File: src/rtl/ghost_collision_ctrl.sv
// Per-frame game-state controller: ghost contact detection, life accounting and
// PLAY / DYING / GAME_OVER / WON sequencing, with hold and recentre controls for the movers.
module ghost_collision_ctrl #(
    parameter int NUM_LIVES      = 3,
    parameter int HIT_DIST       = 12,
    parameter int RESPAWN_FRAMES = 60
) (
    input  logic       frame_clk,
    input  logic       Reset,
    input  logic [9:0] PacX,
    input  logic [9:0] PacY,
    input  logic [9:0] RedghostX,
    input  logic [9:0] RedghostY,
    input  logic [9:0] PinkghostX,
    input  logic [9:0] PinkghostY,
    input  logic [9:0] BlueghostX,
    input  logic [9:0] BlueghostY,
    input  logic [9:0] OrangeghostX,
    input  logic [9:0] OrangeghostY,
    input  logic [3:0] ghost_en,
    input  logic [8:0] dots_left,
    output logic [2:0] lives,
    output logic       freeze,
    output logic       respawn,
    output logic       game_over,
    output logic       game_won,
    output logic [1:0] state
);

    typedef enum logic [1:0] {
        S_PLAY  = 2'd0,
        S_DYING = 2'd1,
        S_OVER  = 2'd2,
        S_WON   = 2'd3
    } state_t;

    localparam logic [10:0] HIT_D      = 11'(HIT_DIST);
    localparam logic [2:0]  LIVES_INIT = 3'(NUM_LIVES);
    localparam logic [7:0]  TIMER_LOAD = 8'(RESPAWN_FRAMES - 1);

    // Absolute per-axis distance, widened by one bit so thresholds above 1023 still compare correctly.
    function automatic logic axis_near(input logic [9:0] a, input logic [9:0] b);
        logic [9:0] d;
        d = (a >= b) ? (a - b) : (b - a);
        return ({1'b0, d} < HIT_D);
    endfunction

    function automatic logic ghost_hit(input logic       en,
                                       input logic [9:0] px, input logic [9:0] py,
                                       input logic [9:0] gx, input logic [9:0] gy);
        return en && axis_near(px, gx) && axis_near(py, gy);
    endfunction

    logic [3:0] w_hit;
    logic       w_any_hit;

    assign w_hit[0]  = ghost_hit(ghost_en[0], PacX, PacY, RedghostX,    RedghostY);
    assign w_hit[1]  = ghost_hit(ghost_en[1], PacX, PacY, PinkghostX,   PinkghostY);
    assign w_hit[2]  = ghost_hit(ghost_en[2], PacX, PacY, BlueghostX,   BlueghostY);
    assign w_hit[3]  = ghost_hit(ghost_en[3], PacX, PacY, OrangeghostX, OrangeghostY);
    assign w_any_hit = |w_hit;

    state_t     r_state;
    logic [2:0] r_lives;
    logic [7:0] r_timer;
    logic       r_freeze;
    logic       r_respawn;
    logic       r_game_over;
    logic       r_game_won;

    // Game FSM with registered outputs; respawn is a one-frame pulse defaulting low.
    always_ff @(posedge frame_clk or posedge Reset) begin
        if (Reset) begin
            r_state     <= S_PLAY;
            r_lives     <= LIVES_INIT;
            r_timer     <= 8'd0;
            r_freeze    <= 1'b0;
            r_respawn   <= 1'b0;
            r_game_over <= 1'b0;
            r_game_won  <= 1'b0;
        end else begin
            r_respawn <= 1'b0;
            case (r_state)
                S_PLAY: begin
                    if (dots_left == 9'd0) begin
                        r_state    <= S_WON;
                        r_game_won <= 1'b1;
                        r_freeze   <= 1'b1;
                    end else if (w_any_hit && (r_lives > 3'd1)) begin
                        r_state  <= S_DYING;
                        r_lives  <= r_lives - 3'd1;
                        r_timer  <= TIMER_LOAD;
                        r_freeze <= 1'b1;
                    end else if (w_any_hit) begin
                        r_state     <= S_OVER;
                        r_lives     <= 3'd0;
                        r_game_over <= 1'b1;
                        r_freeze    <= 1'b1;
                    end else begin
                        r_freeze <= 1'b0;
                    end
                end
                S_DYING: begin
                    if (r_timer == 8'd0) begin
                        r_state   <= S_PLAY;
                        r_respawn <= 1'b1;
                        r_freeze  <= 1'b0;
                    end else begin
                        r_timer  <= r_timer - 8'd1;
                        r_freeze <= 1'b1;
                    end
                end
                S_OVER: begin
                    r_freeze <= 1'b1;
                end
                S_WON: begin
                    r_freeze <= 1'b1;
                end
                default: begin
                    r_state  <= S_PLAY;
                    r_freeze <= 1'b0;
                end
            endcase
        end
    end

    assign lives     = r_lives;
    assign freeze    = r_freeze;
    assign respawn   = r_respawn;
    assign game_over = r_game_over;
    assign game_won  = r_game_won;
    assign state     = r_state;

endmodule

File: config.mk
export PLATFORM = sky130hd
export DESIGN_NAME = ghost_collision_ctrl
export DESIGN_NICKNAME = d
export VERILOG_FILES = /design/src/rtl/ghost_collision_ctrl.sv
export SDC_FILE = /design/constraint.sdc
export NUM_CORES = 1
export LEC_CHECK = 0
export ABC_CLOCK_PERIOD_IN_PS = 4450
export CAP_MARGIN = 20
export CORE_ASPECT_RATIO = 0.9
export CORE_MARGIN = 2
export CORE_UTILIZATION = 55
export DETAILED_ROUTE_END_ITERATION = 10
export PLACE_DENSITY = 0.82
export SLEW_MARGIN = 25
export SYNTH_ARGS = -nofsm -noshare
export SYNTH_HDL_FRONTEND = slang
export SYNTH_SLANG_ARGS = --single-unit
File: constraint.sdc
create_clock -name frame_clk -period 4.45 [get_ports frame_clk]
set_input_delay 0.6675 -clock frame_clk [delete_from_list [all_inputs] [get_ports frame_clk]]
set_output_delay 0.6675 -clock frame_clk [all_outputs]
set_load 0.03 [all_outputs]
Run 1, PDN straps and rails:
Bar = 50 microns. Pins as bars on the die edge. Tap cells in grey.
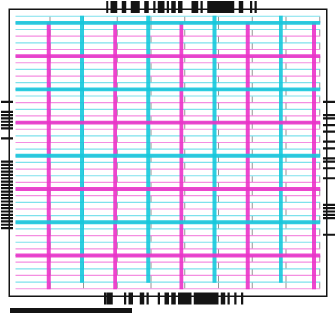
legend:
  VSS:
    colour: magenta
  VDD:
    colour: cyan
tap cells: 193
signal pins: 124
met5 straps: 8
rows: 41
met1 rails: 42

Run 1, cells coloured by class:
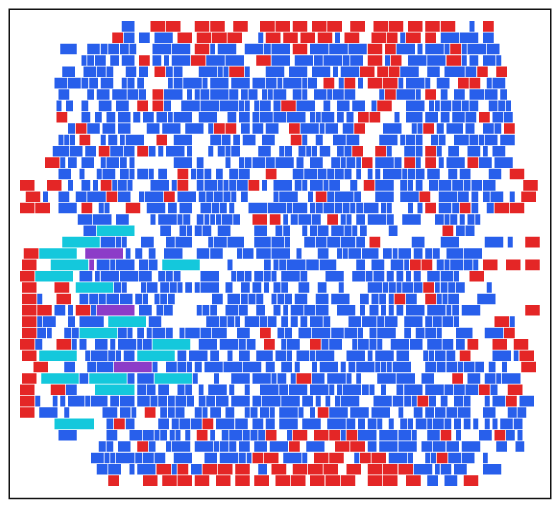
legend:
  flip-flops:
    colour: cyan
    cells: 17
    share_of_their_area: 4.5%
  other buffers and delay cells:
    colour: red
    cells: 217
    share_of_their_area: 20%
  all other logic:
    colour: blue
    cells: 1,029
    share_of_their_area: 75%
  clock drivers and dummy loads:
    colour: purple
    cells: 4
    share_of_their_area: 0.82%

Run 1, clock network drawn from the DEF:
Bar = 50 microns.
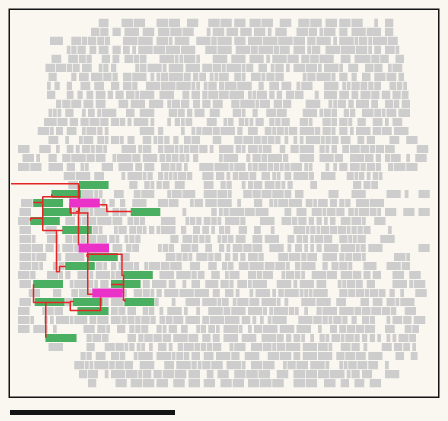
legend:
  clock wires:
    colour: red
    length: 256 microns
  cells driving clock nets:
    colour: magenta
    count: 3
  flip-flops:
    colour: green
    count: 17
routed clock nets: 4

Run 1, metal layers overlaid:
Bar = 50 microns. Two of the layers only.
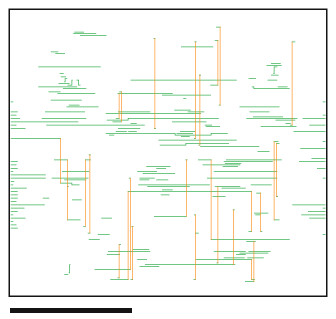
legend:
  met4:
    colour: orange
    wire_length: 668 microns
  met3:
    colour: green
    wire_length: 1,660 microns
WL/cell: 16.1 microns
total vias in the final route: 8,751

==> notes.md, run 1 <==
Physical implementation.

- The run finished with clean final reports.
- The power after layout is 0.00173 W.
- The layout report lists the combined flip-flop and latch area as approximately 430 sq um.
- The number of cells upsized or downsized after cts is 0.
- The well tap count is 193.
- In the layout the tool counted multi-input logic cells amounting to 902.
- The type of the most critical hold path is reg2reg.
- After layout, the clock buffer instance count stands at 4.
- The skew report gives the latency at the later pin of the worst-skew pair as roughly 250 ps.
- The inverter count of the layout excluding clock inverters is ~130.
- Looking at the gate-level netlist, the highest instance count belongs to sky130_fd_sc_hd__ha_1.
- STA classifies the critical path endpoint as a register.
- Global routing used a little under a third of the available tracks across all layers.
- For this configuration, the core starts out at a cell density of a little under three fifths.
- Looking at the clock tree report, the H-tree level count equals 1.
- The endpoint of the worst hold path is reported as game_won.
- According to the timing report, the data required time at the worst endpoint equals 4620 ps.
- Of the cells placed in the final design, the portion with a size suffix greater than 1 is between 10% and 20%.
- The detailed router used layers up to and including met4.
- The floorplan die height is roughly 120 microns.
- Before CTS, the worst setup slack after placement is -115 ps.
- The registers of the reported paths see a clock transition of 50 ps.
- The final antenna-violating net count is 0.
- The worst flop-to-flop path startpoint is state[0].
- At the end of routability-driven placement, the weighted congestion stood at 1.01.
- The switching part of the total is a little under half.
- The final max-slew violation count recorded for this run is 0.
- The mapped netlist covers 7770 sq um.
- The largest combinational cell category by area is AND-OR/OR-AND gates.
- The post-synthesis share of cell area spent on and-or and or-and gates is 31.1%.
- The max-cap check violation count is 0.
- The flop and latch count out of synthesis is 17.
- The total number of nets in the final design is between 1,500 and 2,000.
- The slew of the pin with the lowest slew margin is between 600 and 700 ps.
- The detailed router finished its first iteration with between 700 and 800 violations.
- The maximum count of clock buffers along a single path is 2.
- By area, multi-input combinational cells come first.
- The final core utilization is roughly 71%.
- Total power normalized to cell area comes to between 150 and 200 nW/um^2.
- Combinational logic burns between 70% and 80% of the power.
- The placement stage leaves a total instance area of approximately 9800 sq um.
- The chip area in the Yosys report is 7770 sq um.
- The number of nets in the synthesized netlist is around 1,400.
- The total overflow left after global routing is 0.
- There are 17 flip-flops and latches.
- The number of cells in the yosys synthesis report is around 1,100.
- Per the post-run analysis, buffers plus inverters along the critical path come to 2.
- sky130_fd_sc_hd__ha_1 takes more of the synthesized area than any other cell.
- Per the OpenROAD power report, leakage power amounts to 4.74 nW.
- The area overhead of the layout relative to synthesis is 26.7%.
- Leaving out fill and tap cells, the most frequent cell in the layout is sky130_fd_sc_hd__ha_1.
Run 1, the clock network:
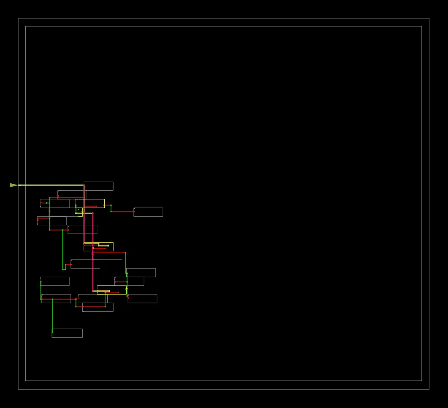

==> run 2: changes to the inputs <==
--- a/config.mk
+++ b/config.mk
@@ -14,3 +14,2 @@
 export PLACE_DENSITY = 0.82
-export SLEW_MARGIN = 25
 export SYNTH_ARGS = -nofsm -noshare
==> constraint.sdc (replaced) <==
create_clock -name frame_clk -period 4.45 [get_ports frame_clk]
set_input_delay 0.89 -clock frame_clk [delete_from_list [all_inputs] [get_ports frame_clk]]
set_output_delay 0.89 -clock frame_clk [all_outputs]
set_load 0.03 [all_outputs]
Run 2, the clock network:
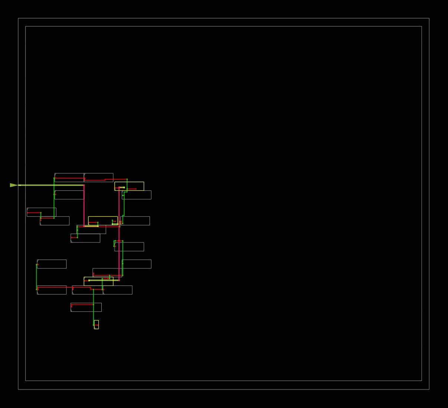
Clk power: 0.000186 W
Clock Sinks: 17
clock latency on the worst-skew pair: 250 ps
clock tree skew after final layout: 1.05 ps

Run 2, PDN straps and rails:
Bar = 50 microns. Pins as bars on the die edge. Tap cells in grey.
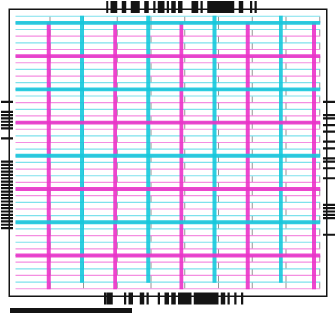
legend:
  VDD:
    colour: cyan
  VSS:
    colour: magenta
met4 straps: 9
tap cells: 193
rows: 41
met5 straps: 8
die height: 117 microns
Core ar.: 13,900 sq um
horizontal extent of the die: 129 microns

==> run 2 against run 1 <==
Non-clock buffer count increased by 95. Sequential power decreased by 2%. Synthesized cell count unchanged. Total power increased by 9.8%. Clock power increased by 3%. Final cell count increased by 6.5%. Clock-buffer cell count unchanged. Die area unchanged. Critical endpoint is now lives[2].
==> notes.md, run 2 <==
Physical implementation.

- Top post-synthesis cells by count: sky130_fd_sc_hd__ha_1, sky130_fd_sc_hd__inv_1, sky130_fd_sc_hd__a21oi_1, sky130_fd_sc_hd__nor2_1, sky130_fd_sc_hd__nand2_1 (unchanged).
- The clock-pin slew on the worst setup and hold paths is 50 ps (about the same).
- The sum of overflow across all layers after global routing is 0 (unchanged).
- The kind of cell with the highest combined delay on the critical path is AND-OR/OR-AND gates (unchanged).
- Crit-path cells: clkdlybuf4s50_1 > ha_2 > nor2b_4 > o31a_1 > o41a_1 > or2_0 > a32o_1 > or3_1 > or4_4 > o32a_4 > a21oi_2 > mux2_2 (was clkdlybuf4s50_1 > inv_1 > ha_1 > nor2b_4 > o31a_1 > o41a_1 > or2_0 > a32o_1 > or3_1 > or4_1 > o32a_2 > a21boi_2 > mux2_1).
- The biggest area consumer among cell classes was multi-input combinational cells (unchanged).
- The number of flip-flops in the largest register is 8 (unchanged).
- The number of setup buffers added after CTS was 0 (unchanged).
- The power density over cell area came to 175 nW/um^2 (was 176 nW/um^2).
- The maximum operating frequency is 0.229 GHz (was 0.230 GHz).
- The net switching component of the power is 0.000856 W (was 0.000797 W).
- The end of the worst hold path is game_won (unchanged).
- The top layer reached by signal wires is met4 (unchanged).
- The footprint of the flip-flops and latches came to 428 sq um (unchanged).
- The chip area in the Yosys report came to 7770 sq um (unchanged).
- The sequential share of the synthesized area is 5.50% (unchanged).
- The count of unique library cells instantiated by Yosys is 83 (unchanged).
- The maximum count of clock buffers along a single path came to 2 (unchanged).
- The wire length per cell after detailed routing came to 16.7 microns (was 16.1 microns).
- The switching part of the total is 45.0% (was 46.0%).
- The sum of buffers and inverters on the critical path came to 1 (was 2).
- The power after layout is 0.00190 W (was 0.00173 W).
- The reg-to-reg setup timing slack is 2180 ps (about the same).
- The static leakage was 5.27 nW (was 4.74 nW).
- The slew of the pin with the lowest slew margin came to 672 ps (was 683 ps).
- The layout clock buffer count was 4 (unchanged).
- The layer with the highest usage after global routing is met2 (unchanged).
- The violation tally from detailed-route iteration zero is 920 (was 760).
- The path depth of the worst reg2reg path was 7 (unchanged).
- Most numerous logic cells after layout: sky130_fd_sc_hd__buf_4, sky130_fd_sc_hd__ha_1, sky130_fd_sc_hd__inv_1 (was sky130_fd_sc_hd__ha_1, sky130_fd_sc_hd__inv_1, sky130_fd_sc_hd__clkdlybuf4s50_1).
- The multi-input combinational cell count is 902 (unchanged).
- The count of mapped cells out of synthesis is 1,094 (unchanged).
- The wire length on met2 is 12,000 microns (was 10,500 microns).
- The commonest non-fill, non-tap cell in the layout is sky130_fd_sc_hd__buf_4 (was sky130_fd_sc_hd__ha_1).
- The max-cap check violation count is 0 (unchanged).
- The synthesized area came to 7770 sq um (unchanged).
- The pre-placement core utilization is 55.9% (unchanged).
- The post-synthesis share of cell area spent on and-or and or-and gates was 31.1% (unchanged).
- The worst slack at placement came to -305 ps (was -115 ps).
- The cell taking the most area after synthesis is sky130_fd_sc_hd__ha_1 (unchanged).
- The element type at the critical path end is a register (unchanged).
- The well tap count came to 193 (unchanged).
- The hold violation count in the final report is 0 (unchanged).
- Outcome: finished clean (unchanged).
- The final core utilization was 77.9% (was 70.8%).
- The number of buffers added on ports is 123 (unchanged).
- The global-route total usage across every layer is 31.8% (was 30.3%).
- The last weighted congestion value of the routability-driven placer is 0.994 (was 1.01).
- The total number of nets in the final design is 1,634 (was 1,539).
- The post-synthesis share of cell area spent on full adders, half adders and majority gates is 25.1% (unchanged).
- The flop and latch count out of synthesis came to 17 (unchanged).
- The area overhead of the layout relative to synthesis was 39.3% (was 26.7%).
- The number of cells upsized or downsized after cts came to 2 (was 0).
- The number of cells in the yosys synthesis report is 1,094 (unchanged).
- The total die size came to 15,100 sq um (unchanged).
- The data arrival time of the critical path is 4500 ps (was 4520 ps).
- The worst slew margin relative to its limit is 55.1% (was 54.4%).
- The predominant post-synthesis flop cell is sky130_fd_sc_hd__dfrtp_1 (unchanged).
- The final antenna-violating net count is 0 (unchanged).
- The most common cell in the netlist is sky130_fd_sc_hd__ha_1 (unchanged).
- The TritonCTS clock tree is yes (unchanged).
- The buffer type at the clock tree root is sky130_fd_sc_hd__clkbuf_16 (unchanged).
- The slowest library cell on the worst path is sky130_fd_sc_hd__clkdlybuf4s50_1 (was sky130_fd_sc_hd__or4_1).
- The time the final worst path needs with I/O delays and setup came to 4370 ps (was 4350 ps).
- The depth of the CTS H-tree was 1 (unchanged).
- The number of nets at floorplan was 1,365 (unchanged).
- The final max-slew violation count is 0 (unchanged).
- The type of the most critical hold path is reg2reg (unchanged).
- The total number of vias is 9,275 (was 8,751).
- The data required time of the critical path came to 4590 ps (was 4620 ps).
- The share of cells above drive strength 1 came to 19.9% (was 10.3%).
- The largest combinational cell category by area is AND-OR/OR-AND gates (unchanged).
- The worst flop-to-flop path startpoint is state[0] (unchanged).
- The filler cell count is 971 (was 1,121).
- The inverter count of the layout excluding clock inverters was 127 (unchanged).
- The area share of the largest cell type after synthesis is 25.1% (unchanged).
- The clock network power share is 9.8% (was 10.5%).
- The number of placed I/O pins came to 124 (unchanged).
- The final cell count without fillers came to 1,555 (was 1,460).
- The layout sequential cell count is 17 (unchanged).
- The portion of total power attributed to combinational logic came to 77.5% (was 75.3%).
- The post-placement cell area was 10,500 sq um (was 9760 sq um).
Run 2, metal layers overlaid:
Bar = 50 microns. Two of the layers only.
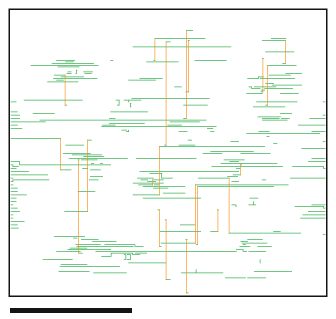

==> run 3: changes to the inputs <==
Settings changed: CORE_UTILIZATION 55 to 61, PLACE_DENSITY 0.82 to 0.89.
Run 3, metal layers overlaid:
Bar = 20 microns. Two of the layers only.
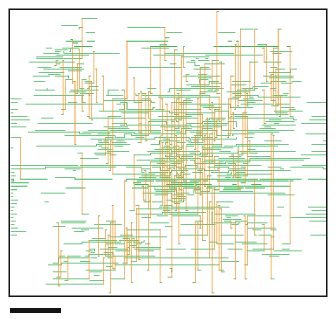
legend:
  met3:
    colour: green
    wire_length: 4,230 microns
  met4:
    colour: orange
    wire_length: 2,590 microns
GRT Overall Usage: 39.7%
wirelength, routed: 32,500 microns

Run 3, clock network drawn from the DEF:
Bar = 20 microns.
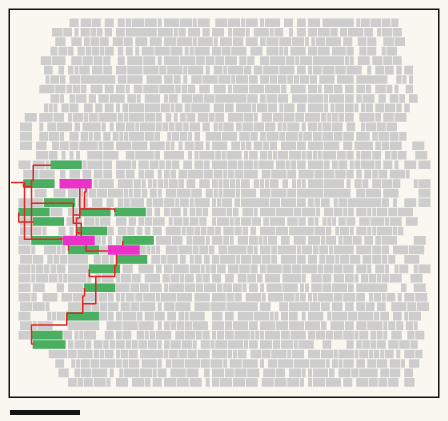
legend:
  cells driving clock nets:
    colour: magenta
    count: 3
  clock wires:
    colour: red
    length: 229 microns
  flip-flops:
    colour: green
    count: 17
routed clock nets: 4
relative contribution of the clock network to total power: 9.0%
Clk power: 0.000182 W
clock tree skew after final layout: 3.62 ps

==> run 3 against run 2 <==
The flow now finishes with violations (DRC, setup timing). Cell area increased by 0.50%. Via count increased by 14%. Final cell count decreased by 2.6%. Routed wire length increased by 25%. Flip-flop count unchanged. Non-clock buffer count decreased by 12. Worst setup slack got worse by 480 ps. Critical path depth increased by 3. First-iteration DRC count increased by 84%. Critical path type unchanged. Critical endpoint is now lives[0]. Largest cell class unchanged. Largest power group unchanged. Highest routed layer is now met5.
==> notes.md, run 3 <==
Physical implementation.

- The filler cell count is 586 (was 971).
- The synthesized area was 7770 sq um (unchanged).
- The net switching component of the power came to 0.000978 W (was 0.000856 W).
- Most numerous logic cells after layout: sky130_fd_sc_hd__buf_4, sky130_fd_sc_hd__ha_1, sky130_fd_sc_hd__inv_1 (unchanged).
- The number of flip-flops in the largest register is 8 (unchanged).
- The max-cap check violation count is 0 (unchanged).
- The slowest library cell on the worst path is sky130_fd_sc_hd__clkdlybuf4s50_1 (unchanged).
- The final max-slew violation count is 0 (unchanged).
- The post-synthesis share of cell area spent on full adders, half adders and majority gates is 25.1% (unchanged).
- The post-placement cell area is 10,300 sq um (was 10,500 sq um).
- The type of the most critical hold path was reg2reg (unchanged).
- The stage-log warning count came to 100 (was 101).
- The source of the critical timing path is PacY[7] (was PacY[0]).
- The count of endpoints failing setup in the final report came to 15 (was 0).
- The share of cells above drive strength 1 is 20.9% (was 19.9%).
- Outcome: finished, violations left (was finished clean).
- The clock latency on the worst-skew pair came to 250 ps (about the same).
- The worst slew margin relative to its limit came to 56.2% (was 55.1%).
- The worst slack at placement is -349 ps (was -305 ps).
- The last weighted congestion value of the routability-driven placer is 1.04 (was 0.994).
- The number of placed I/O pins is 124 (unchanged).
- The top layer reached by signal wires is met5 (was met4).
- The sequential share of the synthesized area is 5.50% (unchanged).
- The final cell count without fillers is 1,514 (was 1,555).
- The TritonCTS clock tree was yes (unchanged).
- The power density over cell area is 187 nW/um^2 (was 175 nW/um^2).
- The layout clock buffer count is 3 (was 4).
- The hold violation count in the final report is 0 (unchanged).
- The kind of cell with the highest combined delay on the critical path is AND-OR/OR-AND gates (unchanged).
- The CTS sink count is 17 (unchanged).
- The number of cells upsized or downsized after cts is 12 (was 2).
- The area overhead of the layout relative to synthesis was 40.0% (was 39.3%).
- The slew of the pin with the lowest slew margin came to 657 ps (was 672 ps).
- The largest combinational cell category by area is AND-OR/OR-AND gates (unchanged).
- The end of the worst hold path is game_won (unchanged).
- The count of unique library cells instantiated by Yosys is 83 (unchanged).
- The power after layout is 0.00203 W (was 0.00190 W).
- The total number of vias is 10,600 (was 9,275).
- The sum of buffers and inverters on the critical path is 4 (was 1).
- The pre-placement core utilization is 61.8% (was 55.9%).
- The violation tally from detailed-route iteration zero is 1,695 (was 920).
- The length of the first detailed-routing pass in iterations is 11 (was 6).
- The mean area per synthesized cell is 7.11 sq um (unchanged).
- The flop and latch count out of synthesis is 17 (unchanged).
- The predominant post-synthesis flop cell is sky130_fd_sc_hd__dfrtp_1 (unchanged).
- The portion of total power attributed to combinational logic is 78.9% (was 77.5%).
- The critical path depth was 15 (was 12).
- The biggest area consumer among cell classes was multi-input combinational cells (unchanged).
- The sum of overflow across all layers after global routing is 0 (unchanged).
- The buffer type at the clock tree root is sky130_fd_sc_hd__clkbuf_16 (unchanged).
- The post-synthesis share of cell area spent on and-or and or-and gates is 31.1% (unchanged).
- The total die size was 13,700 sq um (was 15,100 sq um).
- The number of cells in the yosys synthesis report is 1,094 (unchanged).
- Top post-synthesis cells by count: sky130_fd_sc_hd__ha_1, sky130_fd_sc_hd__inv_1, sky130_fd_sc_hd__a21oi_1, sky130_fd_sc_hd__nor2_1, sky130_fd_sc_hd__nand2_1 (unchanged).
- The area of the core region is 12,600 sq um (was 13,900 sq um).
- The chip area in the Yosys report is 7770 sq um (unchanged).
- The inverter count of the layout excluding clock inverters is 127 (unchanged).
- The maximum operating frequency is 0.206 GHz (was 0.229 GHz).
- The layout buffering overhead excluding clock cells is 23.6% (was 24.7%).
- The element type at the critical path end is a register (unchanged).
- The maximum count of clock buffers along a single path was 2 (unchanged).
- The path depth of the worst reg2reg path came to 7 (unchanged).
- The area share of the largest cell type after synthesis was 25.1% (unchanged).
- The data arrival time of the critical path is 5020 ps (was 4500 ps).
- The footprint of the flip-flops and latches is 428 sq um (unchanged).
- The floorplan die height is 111 microns (was 117 microns).
- The die width came to 123 microns (was 129 microns).
- The layout sequential cell count came to 17 (unchanged).
- The final core utilization is 86.5% (was 77.9%).
- The cell taking the most area after synthesis is sky130_fd_sc_hd__ha_1 (unchanged).
- The remaining design rule violation count came to 1 (was 0).
- The commonest non-fill, non-tap cell in the layout was sky130_fd_sc_hd__buf_4 (unchanged).
- The total number of nets in the final design was 1,622 (was 1,634).
- The static leakage came to 5.24 nW (was 5.27 nW).
- The clock-pin slew on the worst setup and hold paths is 50 ps (about the same).
- The switching part of the total is 48.2% (was 45.0%).
- The wire length per cell after detailed routing is 21.5 microns (was 16.7 microns).
- The count of mapped cells out of synthesis was 1,094 (unchanged).
- The final worst setup slack is -396 ps (was 83.0 ps).
- The depth of the CTS H-tree came to 1 (unchanged).
- The multi-input combinational cell count was 902 (unchanged).
- The layer with the highest usage after global routing is met2 (unchanged).
- The final antenna-violating net count is 0 (unchanged).
- Crit-path cells: clkdlybuf4s50_1 > inv_1 > buf_4 > ha_1 > a211oi_1 > nor2_1 > or3_4 > buf_4 > nor2_1 > o31ai_1 > a211oi_2 > o2111ai_1 > o32a_4 > a21boi_4 > mux2_4 (was clkdlybuf4s50_1 > ha_2 > nor2b_4 > o31a_1 > o41a_1 > or2_0 > a32o_1 > or3_1 > or4_4 > o32a_4 > a21oi_2 > mux2_2).
- The most common cell in the netlist is sky130_fd_sc_hd__ha_1 (unchanged).
- The checks that failed: DRC, setup timing.
Power and IR drop assume default switching activity.
